==> config.mk <==
export PLATFORM = sky130hd
export DESIGN_NAME = if_stage
export DESIGN_NICKNAME = d
export VERILOG_FILES = /design/src/rtl/if_stage.sv
export SDC_FILE = /design/constraint.sdc
export NUM_CORES = 1
export LEC_CHECK = 0
export CAP_MARGIN = 20
export CORE_MARGIN = 2
export CORE_UTILIZATION = 39
export CTS_CLUSTER_SIZE = 25
export DETAILED_ROUTE_END_ITERATION = 10
export GPL_TIMING_DRIVEN = 0
export PLACE_DENSITY = 0.78
export SLEW_MARGIN = 40
export SYNTH_ARGS = -nofsm -noshare
export SYNTH_HDL_FRONTEND = slang
export SYNTH_SLANG_ARGS = --single-unit
==> constraint.sdc <==
create_clock -name clk_i -period 4.5 [get_ports clk_i]
set_clock_uncertainty 0.05 [all_clocks]
set_input_delay 1.125 -clock clk_i [delete_from_list [all_inputs] [get_ports clk_i]]
set_output_delay 1.125 -clock clk_i [all_outputs]
set_load 0.02 [all_outputs]
Fig. 1: run 1, I/O nets highlighted
Scale: 2 px per um.
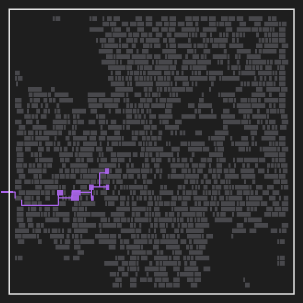
| colour | port | direction | end cells | buffers | wire |
|---|---|---|---|---|---|
| purple | flush_i | input | 7 | 1 | 77.6 um |
# IOs: 231
Buffers on Ports: 209

Fig. 2: run 1, ports around the boundary
Scale: 3 px per um. Pins as bars across the die edge, other pins in grey.
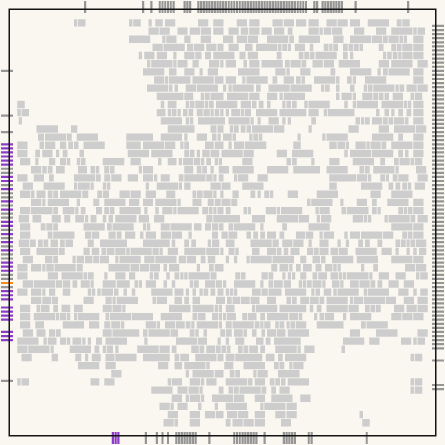
| colour | port | pins | direction | edge |
|---|---|---|---|---|
| orange | flush_i | 1 | input | west |
| purple | fetch_count_o | 32 | output | 29 west, 3 south |
Die Wd: 142 um
die height: 142 um

Fig. 3: run 1, placed standard cells
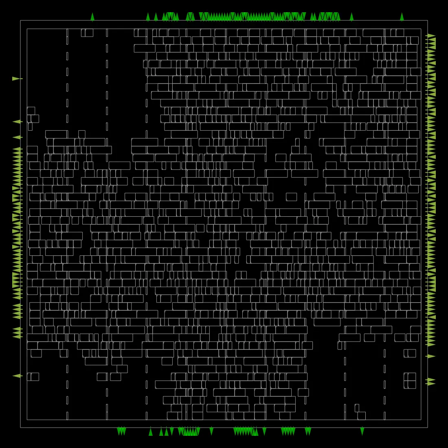
registers: 160
well tap count: 234

==> impl_metrics.env, run 1 <==
# flow metrics
export IMPL_status="finished, final reports clean"
export IMPL_p_leak_nw=3.57
export IMPL_grt_setup_unrepaired="false"
export IMPL_finalPower_mw=3.15
export IMPL_met2_usage_pct=37.0
export IMPL_power_switching_share_pct=26.3
export IMPL_place_area_mm2=0.00986
export IMPL_powerDensity_mw_per_mm2=302
export IMPL_cts_buffers=17
export IMPL_drc=0
export IMPL_p_comb_mw=0.335
export IMPL_slew_violations=0
export IMPL_hp_class="reg -> reg"
export IMPL_final_cell_mix="clkdlybuf4s50_1 (209), dfxtp_1 (160), nor2_1 (103), a21oi_1 (90), nand2_1 (63)"
export IMPL_finalSetupViolations=0
export IMPL_hold_viol=0
export IMPL_dp_hpwl_um=17800
export IMPL_top_logic_kind="simple AND/OR/NAND/NOR gates"
export IMPL_cp_end_kind="output pin"
export IMPL_signal_buffers=310
export IMPL_htree_levels=4
export IMPL_syn2layout_area_growth_pct=40.8
export IMPL_grt_start_max_net_pins=20
export IMPL_use_met1_pct=27.6
export IMPL_insertedDiodeCount=0
export IMPL_instances_no_fill=1394
export IMPL_ff2ff_path_depth=8
export IMPL_crit_path_max_fanout=19
export IMPL_cts_resized=2
export IMPL_chipArea_mm2=0.0201
export IMPL_min_period_ns=4.31
export IMPL_synth_top_area_share_pct=43.3
export IMPL_ys_flops=160
export IMPL_slowest_stage="clkdlybuf4s50_1"
export IMPL_seqPwrFrac_pct=46.6
export IMPL_synth_seq_share_pct=43.3
export IMPL_criticalPathCategory="reg -> out"
export IMPL_powerSeq_mw=1.46
export IMPL_slew_headroom_pct=48.1
export IMPL_buffer_area_share_pct=24.7
export IMPL_routabilityCongestion=0.915
export IMPL_ys_sh_aoi_pct=11.1
export IMPL_worst_pin_slew_ns=0.778
export IMPL_p_switching_mw=0.829
export IMPL_clk_pin_slew_worst_paths_ns=0.06
export IMPL_hold_path_depth=2
export IMPL_reg2reg_setup_slack_ns=1.70
Fig. 4: run 1, selected gate families
Scale: 3 px per um.
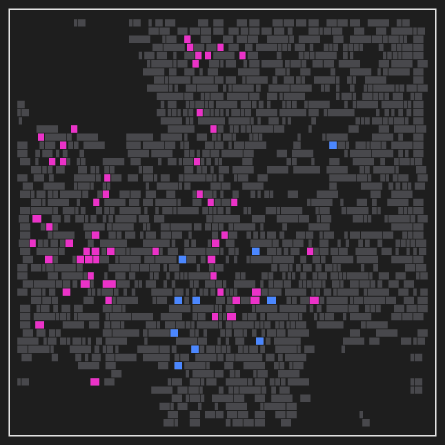

--- run 2 (diff from run 1) ---
--- a/config.mk
+++ b/config.mk
@@ -5,13 +5,14 @@
 export SDC_FILE = /design/constraint.sdc
 export NUM_CORES = 1
 export LEC_CHECK = 0
-export CAP_MARGIN = 20
+export CAP_MARGIN = 30
 export CORE_MARGIN = 2
 export CORE_UTILIZATION = 39
 export CTS_CLUSTER_SIZE = 25
 export DETAILED_ROUTE_END_ITERATION = 10
+export DONT_BUFFER_PORTS = 1
 export GPL_TIMING_DRIVEN = 0
-export PLACE_DENSITY = 0.78
+export PLACE_DENSITY = 0.62
 export SLEW_MARGIN = 40
 export SYNTH_ARGS = -nofsm -noshare
 export SYNTH_HDL_FRONTEND = slang
Fig. 5: run 2, selected gate families
Scale: 3 px per um.
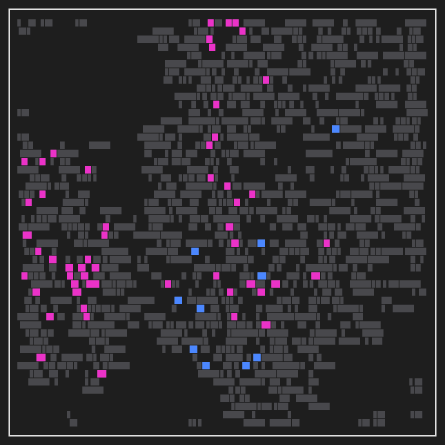
| colour | family | cells |
|---|---|---|
| magenta | and/or cells | 53 |
| blue | non-inverting ao/oa cells | 10 |
logic share of the area: 44.5%
Commonest Layout Cell: dfxtp_1
fin cells: 1187

==> impl_metrics.env, run 2 <==
# flow metrics
export IMPL_finalSetupViolations=0
export IMPL_place_area_mm2=0.00776
export IMPL_power_switching_share_pct=28.1
export IMPL_crit_path_max_fanout=10
export IMPL_port_buffers=0
export IMPL_ys_flops=160
export IMPL_worst_pin_slew_ns=0.823
export IMPL_grt_start_max_net_pins=19
export IMPL_flops=160
export IMPL_crit_buf_inv=4
export IMPL_clk_pin_slew_worst_paths_ns=0.07
export IMPL_cp_end_kind="output pin"
export IMPL_warnings=26
export IMPL_gr_usage_met3_pct=9.72
export IMPL_fp_util_pct=39.6
export IMPL_drt_iter0_drc=295
export IMPL_p_switching_mw=0.885
export IMPL_use_met1_pct=25.4
export IMPL_powerDensity_mw_per_mm2=377
export IMPL_routabilityCongestion=0.881
export IMPL_cts_buffers=17
export IMPL_slowest_stage="nor4_1"
export IMPL_p_comb_mw=0.240
export IMPL_grt_setup_unrepaired="false"
export IMPL_hold_path_depth=2
export IMPL_status="finished, final reports clean"
export IMPL_cts_post_setup_buffers_inserted=0
export IMPL_syn_area_per_cell_um2=8.20
export IMPL_pwr_share_comb_pct=7.6
export IMPL_dp_hpwl_um=16600
export IMPL_die_h_um=142
export IMPL_hp_class="reg -> reg"
export IMPL_drt_first_pass_iters=4
export IMPL_hold_viol=0
export IMPL_finalPower_mw=3.15
export IMPL_syn2layout_area_growth_pct=13.1
export IMPL_die_w_um=142
export IMPL_clock_latency_ns=0.43
export IMPL_chipArea_mm2=0.0201
export IMPL_insertedDiodeCount=0
export IMPL_htree_levels=4
export IMPL_nNonClkInverters=21
export IMPL_final_cell_mix="dfxtp_1 (160), nor2_1 (104), a21oi_1 (90), nand2_1 (63), clkbuf_1 (61)"
export IMPL_slew_violations=0
export IMPL_ff2ff_path_depth=8
export IMPL_signal_buffers=102
export IMPL_well_tap_count=234
export IMPL_synth_seq_share_pct=43.3
export IMPL_ys_sh_aoi_pct=11.1
export IMPL_synth_simple_gate_area_share_pct=24.0
export IMPL_fmax_mhz=236
export IMPL_min_period_ns=4.23
export IMPL_powerSeq_mw=1.48
export IMPL_criticalPathCategory="reg -> out"
export IMPL_ys_cells=901
export IMPL_synth_top_area_share_pct=43.3
export IMPL_seqPwrFrac_pct=46.8
export IMPL_cts_resized=1
export IMPL_reg2reg_setup_slack_ns=1.69
export IMPL_cp_required_ns=3.32
export IMPL_buffer_area_share_pct=5.72
export IMPL_p_leak_nw=2.84
export IMPL_drc=0
export IMPL_cts_hold_buffers=0
export IMPL_met1_length_um=9010
export IMPL_top_logic_kind="simple AND/OR/NAND/NOR gates"
export IMPL_ioPinCount=231
export IMPL_grt_busiest_layer="met2"
export IMPL_wirelength_um=22100
export IMPL_slew_headroom_pct=45.1
export IMPL_p_clk_mw=1.44
export IMPL_dp_slack_ns=0.437
export IMPL_met2_usage_pct=35.2
Fig. 6: run 2, drive-strength map
Scale: 3 px per um.
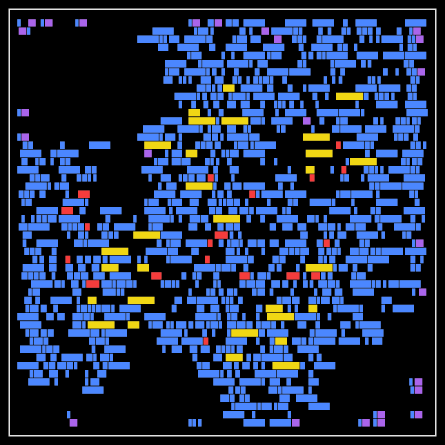

--- run 3 (diff from run 2) ---
--- a/config.mk
+++ b/config.mk
@@ -6,6 +6,7 @@
 export NUM_CORES = 1
 export LEC_CHECK = 0
 export CAP_MARGIN = 30
+export CORE_ASPECT_RATIO = 0.7
 export CORE_MARGIN = 2
 export CORE_UTILIZATION = 39
 export CTS_CLUSTER_SIZE = 25
Fig. 7: run 3, drive-strength map
Scale: 3 px per um.
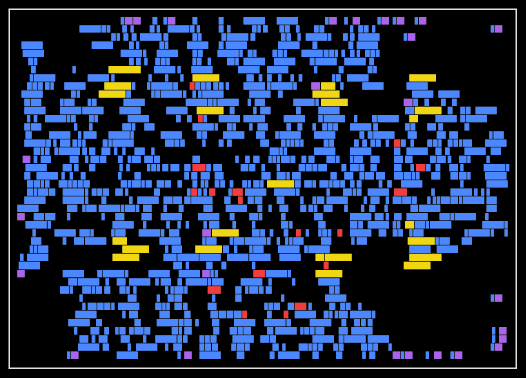
| colour | size | cells |
|---|---|---|
| yellow | x6 and larger | 24 |
| purple | x3 and x4 | 27 |
| blue | x1 and smaller | 883 |
| red | x2 | 18 |
Layout area overhead: 13.2%
Buffers, non-clock: 102
setup slack after layout: 0.229 ns
post-route cell area: 0.00836 mm^2

==> impl_metrics.env, run 3 <==
# flow metrics
export IMPL_status="finished, final reports clean"
export IMPL_seqPwrFrac_pct=46.5
export IMPL_routabilityCongestion=0.897
export IMPL_cp_end_kind="output pin"
export IMPL_well_tap_count=242
export IMPL_finalSetupViolations=0
export IMPL_nNonClkInverters=21
export IMPL_flops=160
export IMPL_fp_util_pct=39.4
export IMPL_cts_post_setup_buffers_inserted=0
export IMPL_p_comb_mw=0.243
export IMPL_port_buffers=0
export IMPL_dp_hpwl_um=17000
export IMPL_gr_usage_met3_pct=8.54
export IMPL_final_cell_mix="dfxtp_1 (160), nor2_1 (104), a21oi_1 (90), nand2_1 (63), clkbuf_1 (63)"
export IMPL_hp_class="reg -> reg"
export IMPL_cts_hold_buffers=0
export IMPL_grt_busiest_layer="met2"
export IMPL_p_clk_mw=1.46
export IMPL_fmax_mhz=234
export IMPL_dp_slack_ns=0.544
export IMPL_ff2ff_path_depth=8
export IMPL_finalPower_mw=3.18
export IMPL_syn_area_per_cell_um2=8.20
export IMPL_insertedDiodeCount=0
export IMPL_min_period_ns=4.27
export IMPL_ys_sh_aoi_pct=11.1
export IMPL_async_reset_ff_share_pct=0
export IMPL_grt_setup_unrepaired="false"
export IMPL_cts_resized=0
export IMPL_ioPinCount=231
export IMPL_crit_buf_inv=4
export IMPL_pwr_share_comb_pct=7.7
export IMPL_crit_path_max_fanout=10
export IMPL_clock_latency_ns=0.42
export IMPL_power_switching_share_pct=25.3
export IMPL_ys_types=46
export IMPL_slew_violations=0
export IMPL_use_met1_pct=32.4
export IMPL_overflow=0
export IMPL_instances_no_fill=1194
export IMPL_cp_required_ns=3.32
export IMPL_drt_first_pass_iters=4
export IMPL_htree_levels=4
export IMPL_wirelength_um=22600
export IMPL_hold_path_depth=2
export IMPL_chipArea_mm2=0.0201
export IMPL_criticalPathCategory="reg -> out"
export IMPL_worst_pin_slew_ns=0.818
export IMPL_met2_usage_pct=32.7
export IMPL_die_w_um=169
export IMPL_synth_top_area_share_pct=43.3
export IMPL_p_leak_nw=2.84
export IMPL_synth_seq_share_pct=43.3
export IMPL_slew_headroom_pct=45.5
export IMPL_powerSeq_mw=1.48
export IMPL_clk_pin_slew_worst_paths_ns=0.06
export IMPL_syn_inst=901
export IMPL_grt_start_max_net_pins=17
export IMPL_die_h_um=119
export IMPL_slowest_stage="nor3_1"
export IMPL_comb_area_share_pct=44.4
export IMPL_p_clk_share_pct=45.8
export IMPL_p_switching_mw=0.805
export IMPL_powerDensity_mw_per_mm2=380
export IMPL_drc=0
export IMPL_warnings=26
export IMPL_met1_length_um=10700
export IMPL_hold_viol=0
export IMPL_ys_flops=160
